===== config.mk =====
export PLATFORM = sky130hd
export DESIGN_NAME = pwm_duty_sequencer
export DESIGN_NICKNAME = d
export VERILOG_FILES = /design/src/rtl/pwm_duty_sequencer.sv
export SDC_FILE = /design/constraint.sdc
export NUM_CORES = 1
export LEC_CHECK = 0
export CORE_ASPECT_RATIO = 1.5
export CORE_MARGIN = 10
export CORE_UTILIZATION = 55
export CTS_CLUSTER_SIZE = 8
export DETAILED_ROUTE_END_ITERATION = 16
export GPL_ROUTABILITY_DRIVEN = 1
export PLACE_DENSITY = 0.76
export SYNTH_ARGS = -nofsm -noshare
export SYNTH_HDL_FRONTEND = slang
export SYNTH_SLANG_ARGS = --single-unit

===== constraint.sdc =====
create_clock -name clk_50M -period 2.9 [get_ports clk_50M]
set_clock_uncertainty 0.2 [all_clocks]
set_input_delay 0.29 -clock clk_50M [delete_from_list [all_inputs] [get_ports clk_50M]]
set_output_delay 0.29 -clock clk_50M [all_outputs]
set_load 0.01 [all_outputs]

===== src/rtl/pwm_duty_sequencer.sv =====
// Steps a small duty-cycle table out to a PWM generator, one entry per HOLD_PERIODS
// PWM periods of 256 clocks, with single-pass/loop control and a draining stop.
module pwm_duty_sequencer #(
   parameter int DEPTH        = 8,
   parameter int HOLD_PERIODS = 1
) (
   input  logic       clk_50M,
   input  logic       rst_n,
   input  logic       wr_en,
   input  logic [2:0] wr_addr,
   input  logic [3:0] wr_data,
   input  logic [2:0] seq_len,
   input  logic       loop,
   input  logic       start,
   input  logic       stop,
   output logic [3:0] duty_cycle,
   output logic       period_start,
   output logic [2:0] seq_index,
   output logic       busy,
   output logic       done,
   output logic [1:0] state_dbg
);

   typedef enum logic [1:0] {
      ST_IDLE  = 2'd0,
      ST_RUN   = 2'd1,
      ST_DRAIN = 2'd2
   } state_t;

   state_t     state_q, state_d;
   logic [7:0] phase_q, phase_d;
   logic [7:0] hold_q, hold_d;
   logic [2:0] idx_q, idx_d;
   logic [3:0] duty_q, duty_d;
   logic       ps_q, ps_d;
   logic       done_q, done_d;
   logic [3:0] table_q [DEPTH];

   logic       boundary;
   logic       hold_last;
   logic       at_last;
   logic [2:0] next_idx;
   logic [3:0] next_entry;
   logic [3:0] first_entry;

   // The edge that wraps phase 255->0 is the period boundary; its effects show with period_start.
   assign boundary    = (phase_q == 8'hFF);
   assign hold_last   = (hold_q == 8'(HOLD_PERIODS - 1));
   assign at_last     = !(idx_q < seq_len);
   assign next_idx    = at_last ? 3'd0 : idx_q + 3'd1;
   assign next_entry  = (32'(next_idx) < DEPTH) ? table_q[next_idx] : 4'd0;
   assign first_entry = table_q[0];

   always_ff @(posedge clk_50M or negedge rst_n) begin
      if (!rst_n) begin
         state_q <= ST_IDLE;
      end else begin
         state_q <= state_d;
      end
   end

   always_comb begin
      state_d = state_q;
      case (state_q)
         ST_IDLE: begin
            if (start) state_d = ST_RUN;
         end
         ST_RUN: begin
            if (boundary) begin
               if (stop || (hold_last && at_last && !loop)) state_d = ST_IDLE;
            end else if (stop) begin
               state_d = ST_DRAIN;
            end
         end
         ST_DRAIN: begin
            if (boundary) state_d = ST_IDLE;
         end
         default: state_d = ST_IDLE;
      endcase
   end

   always_comb begin
      phase_d = phase_q;
      hold_d  = hold_q;
      idx_d   = idx_q;
      duty_d  = duty_q;
      ps_d    = 1'b0;
      done_d  = 1'b0;
      if (state_q == ST_IDLE) begin
         if (start) begin
            phase_d = 8'd0;
            hold_d  = 8'd0;
            idx_d   = 3'd0;
            duty_d  = first_entry;
            ps_d    = 1'b1;
         end
      end else begin
         phase_d = phase_q + 8'd1;
         if (state_d == ST_IDLE) begin
            phase_d = 8'd0;
            hold_d  = 8'd0;
            idx_d   = 3'd0;
            duty_d  = 4'd0;
            done_d  = 1'b1;
         end else if (boundary) begin
            ps_d = 1'b1;
            if (hold_last) begin
               hold_d = 8'd0;
               idx_d  = next_idx;
               duty_d = next_entry;
            end else begin
               hold_d = hold_q + 8'd1;
            end
         end
      end
   end

   always_ff @(posedge clk_50M or negedge rst_n) begin
      if (!rst_n) begin
         phase_q <= 8'd0;
         hold_q  <= 8'd0;
         idx_q   <= 3'd0;
         duty_q  <= 4'd0;
         ps_q    <= 1'b0;
         done_q  <= 1'b0;
      end else begin
         phase_q <= phase_d;
         hold_q  <= hold_d;
         idx_q   <= idx_d;
         duty_q  <= duty_d;
         ps_q    <= ps_d;
         done_q  <= done_d;
      end
   end

   // Loads read the registered entry, so a same-cycle write lands for the next load only.
   always_ff @(posedge clk_50M or negedge rst_n) begin
      if (!rst_n) begin
         for (int i = 0; i < DEPTH; i++) table_q[i] <= 4'd0;
      end else if (wr_en && (32'(wr_addr) < DEPTH)) begin
         table_q[wr_addr] <= wr_data;
      end
   end

   always_comb begin
      duty_cycle   = duty_q;
      period_start = ps_q;
      seq_index    = idx_q;
      busy         = (state_q != ST_IDLE);
      done         = done_q;
      state_dbg    = state_q;
   end

endmodule


**Cell area per tile**

Bar = 20 µm. The die is cut into 8 by 11 equal tiles; dark blue is low, red is high, 0 to 100% covered.
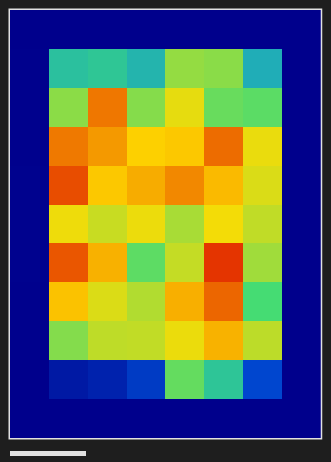
tiles over 75% full: 21%
fullest tile: 94%
densest ninth of the die: middle
core area: 0.005492 mm²
Post-Route Utilization: 67.83%

**Placed cells, one color a class**

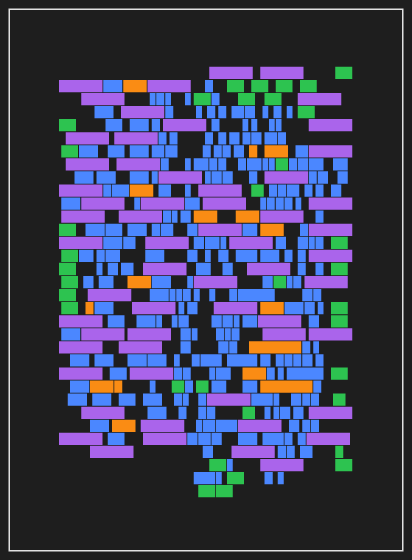
| color | class | cells |
|---|---|---|
| green | remaining buffers and delay cells | 35 |
| blue | combinational and other logic | 241 |
| orange | clock drivers and dummy loads | 16 |
| purple | sequential cells | 59 |
Rows: 33
sequential fraction of total cell area: 39.64%
cell area after layout: 0.003725 mm²

**Routing congestion map**

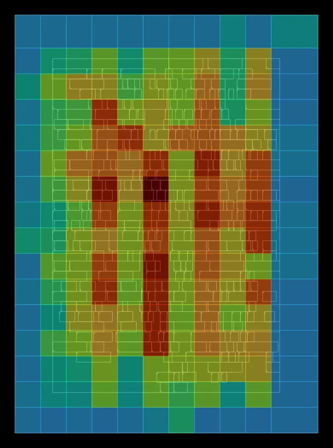
met2 global-route usage: 27.66%
GRT busiest layer: met2
GRT Overall Usage: 16.52%

**Cells by drive strength**

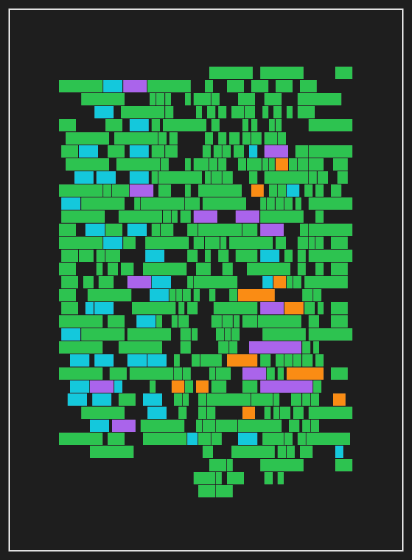
| color | size | cells | share | most used |
|---|---|---|---|---|
| green | _0 and _1 cells | 290 | 83% | dfrtp_1 |
| cyan | _2 cells | 37 | 11% | mux2_2 |
| orange | _3 and _4 cells | 11 | 3.1% | buf_4 |
| purple | _6 and larger | 13 | 3.7% | clkbuf_8 |
area delta synth->final: 19.03%
Setup WS post-layout: 0.4869 ns

**Signal metal coverage by tile**

Bar = 20 µm. The die is cut into 16 by 22 equal tiles; dark blue is low, red is high, scaled to the fullest tile. Values are wire area over tile area, all layers added.
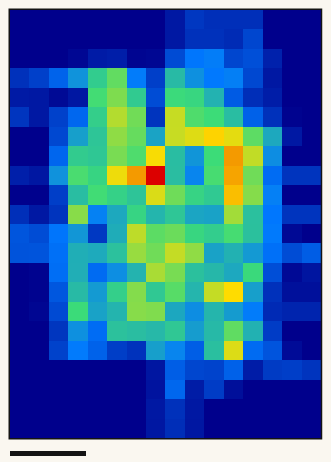
nearly empty tiles: 30%
densest ninth of the die: middle
emptiest ninth of the die: bottom left
tiles over half the peak: 15%
DR WL/cell: 16.95 µm
via count: 2517

==> Changelog: implementation <==
## Implementation

- Yosys stat area: between 0.003 and 0.004 mm²
- Synth warn: 0
- Port bufs: 27
- Min-Delay Path Class: in -> async
- VDD IR max: ~520 µV
- Cell taking the most area after synthesis: dfrtp_1
- Worst slew pin tran: between 0.7 and 0.8 ns
- Fmax: about 410 MHz
- CP top delay family: simple AND/OR/NAND/NOR gates
- Setup tns final: 0 ns
- Layout cell share with drive strength beyond 1: roughly 17%
- Post-synth cell types: slightly above 40
- DRC violation count after routing: 0
- Signal buffers share of area: ~8.8%
- R2r startpoint: phase_q[0]
- Fraction of registers with async set/reset: 100.0%
- Antenna Cells: 0
- Drt first-iter violations: 126
- Max FFs per register: 28
- Yosys xor share: less than 1%
- Largest type area fraction: 47.18%
- Root buf cell: clkbuf_8
- Flop Count: between 50 and 60
- Logic area: between 0.0015 and 0.002 mm²
- Tmin final: 2.413 ns
- FILL cells: 448
- Post-Syn Area per Cell: 10.13 µm²
- Final WL: 7.135 mm
- Biggest regs: table_q: 28 flops, hold_q: 8 flops, phase_q: 8 flops
- GP Congestion: 0.8796
- Kind of end point of the critical path: flip-flop
- R2R Path End: phase_q[4]
- Clock-cell share of area: about 6.1%
- Init Core Util: a little under three fifths
- Drt via density: roughly 6
- Seq share, synth: between 40% and 50%
- Reg clk slew, reported paths: about 0.070 ns
- Combinational Gates: approximately 230
- Main logic family: simple AND/OR/NAND/NOR gates
- Syn Nets: about 330
- Hold_ws: about 0.096 ns
- Slew headroom: 50.98%
- Slew Limit Fails: 0
- Yosys reg bits: between 50 and 60
- Final #Nets: between 300 and 400
- Inverters: 13
- TritonCTS clock tree: yes
- CTS buffer count: 9
- Ao+oa area frac: 14.95%
- Post-Syn Area: approximately 0.0031 mm²
- Post-synth EDFFs: 0
- # Taps: approximately 70
- Synth Flop Type: dfrtp_1
- Global-route wire length before repair: about 12 mm
- Pwr Total: between 3 and 4 mW
- Clock Buffer Count: 11
- Post-CTS Setup Inserts: 0
- Initial antenna violation count: 0
- Synth Area in Simple Gates: a little under a fifth
- Buffers, non-clock: 35
- Adder share: ~2.4%
- Worst path arrival time: 2.42 ns
- Place WS: between 0.15 and 0.2 ns
- Clk latency late pin: 0.34 ns
- Die height: between 100 and 150 µm
- Hold Buf Count CTS: 1
- Worst reg2reg path depth: 8
- Resized Gates After CTS: 0
- Final Non-Filler Cells: roughly 420
- Max H-tree Level: 3
- Status: completed
- Power per Cell Area: between 900 and 1000 mW/mm²
- Hold Vio Cnt, Final: 0
- Post-synthesis cell count: 309
- Final antenna-violating net count: 0
- Top cells excl fill/tap: dfrtp_1, o21ai_0, mux2_2
- Most frequent logic cell in the layout: dfrtp_1
- CP required: just under 3 ns
- CP Depth: 8
- Clk sink count: 59
- Critical Path Start Type: flip-flop
- Pin count of the biggest net entering global routing: 36
- Die area: 0.009169 mm²
- Post-Place Cells: between 400 and 500
- Ys cells: between 300 and 400
- Combinational fraction of the cell area: about two fifths
- CP max stage cell: dfrtp_1
- Cell repeated most along the worst path: o21ai_0
- OpenROAD warnings: 27
- Reg with most FFs: table_q
- Setup Viol. Count Final: 0
- Grt total ovfl: 0
- Detailed Routing Iterations Pass 1: 4
- R2R setup slack: 0.49 ns
- Longest Clk Path Bufs: 2
- Vias in the first global route: 2610
- Register area: roughly 0.0015 mm²
- RSZ-0062 raised after global routing: false
- Pleak: approximately 1.6 nW
- CP Class: reg -> reg
- Max_cap viols: 0
- Top cells by area: dfrtp_1, mux2_2, o21ai_0
- Critical-path cell list: ha_1, and3_2, nand4_1, nor4_4, buf_4, nor3_1, o21ai_0, o21ai_0
- I/O pins: 28
- Final period utilization: a little over four fifths
- Largest class: logic gates
- DP HPWL: ~5.3 mm
- Slowest stage delay, CP: ~0.38 ns
- Max FO, Critical Path: 7
- Mux area share: 13.35%
- CP Buf/Inv Count: 1
- Placed inst area: 0.003488 mm²
- Die width: about 82 µm
## where the power goes
part | total, mW | internal (mW) | switching (mW)
registers | 1.15 | 1.01 | 0.149
clock network | 0.849 | 0.526 | 0.323
logic | 1.36 | 0.617 | 0.740
total | 3.36 | 2.15 | 1.21
## layer usage
metal | GRT usage, % | vias up | share of wire [%]
li1 | - | 1225 | -
met1 | 19.23 | 1215 | 42
met2 | 27.66 | 58 | 52
met3 | 2.796 | 19 | 3.0
met4 | 8.998 | 0 | 3.0
met5 | 0 | - | 0
## cells by family after synthesis
logic type | after synthesis
and+or+nand+nor | 102
muxes | 38
DFF | 59
xor gates and xnor gates | 2
adders and majority gates | 6
AOI/OAI and AO/OA | 80
buffers and inverters | 22
## how the worst max path moves through the flow
stage,startpoint,end,slack [ns]
after floorplan,seq_index[2],seq_index[2],0.70
after global placement,seq_len[2],phase_q[4],0.29
after detailed placement,seq_len[2],phase_q[4],0.18
after CTS,seq_index[2],phase_q[4],0.50
after global routing,phase_q[0],phase_q[4],0.25
final,phase_q[0],phase_q[4],0.49
## synth_stat cells (4+ instances only)
| master | n |
|---|---|
| nand2_1 | 25 |
| a31oi_1 | 6 |
| mux2i_1 | 8 |
| a211oi_1 | 4 |
| o22ai_1 | 10 |
| nor2_1 | 12 |
| nor4b_1 | 4 |
| and3_1 | 6 |
| nand2b_1 | 5 |
| ha_1 | 6 |
| mux2_2 | 30 |
| a22o_1 | 4 |
| nor3_1 | 15 |
| buf_2 | 4 |
| dfrtp_1 | 59 |
| o21ai_0 | 32 |
| nand3_1 | 12 |
| clkbuf_1 | 4 |
| o21ai_1 | 4 |
| inv_1 | 13 |
| a21oi_1 | 12 |
| nor2b_1 | 4 |
Power and IR drop assume default switching activity.
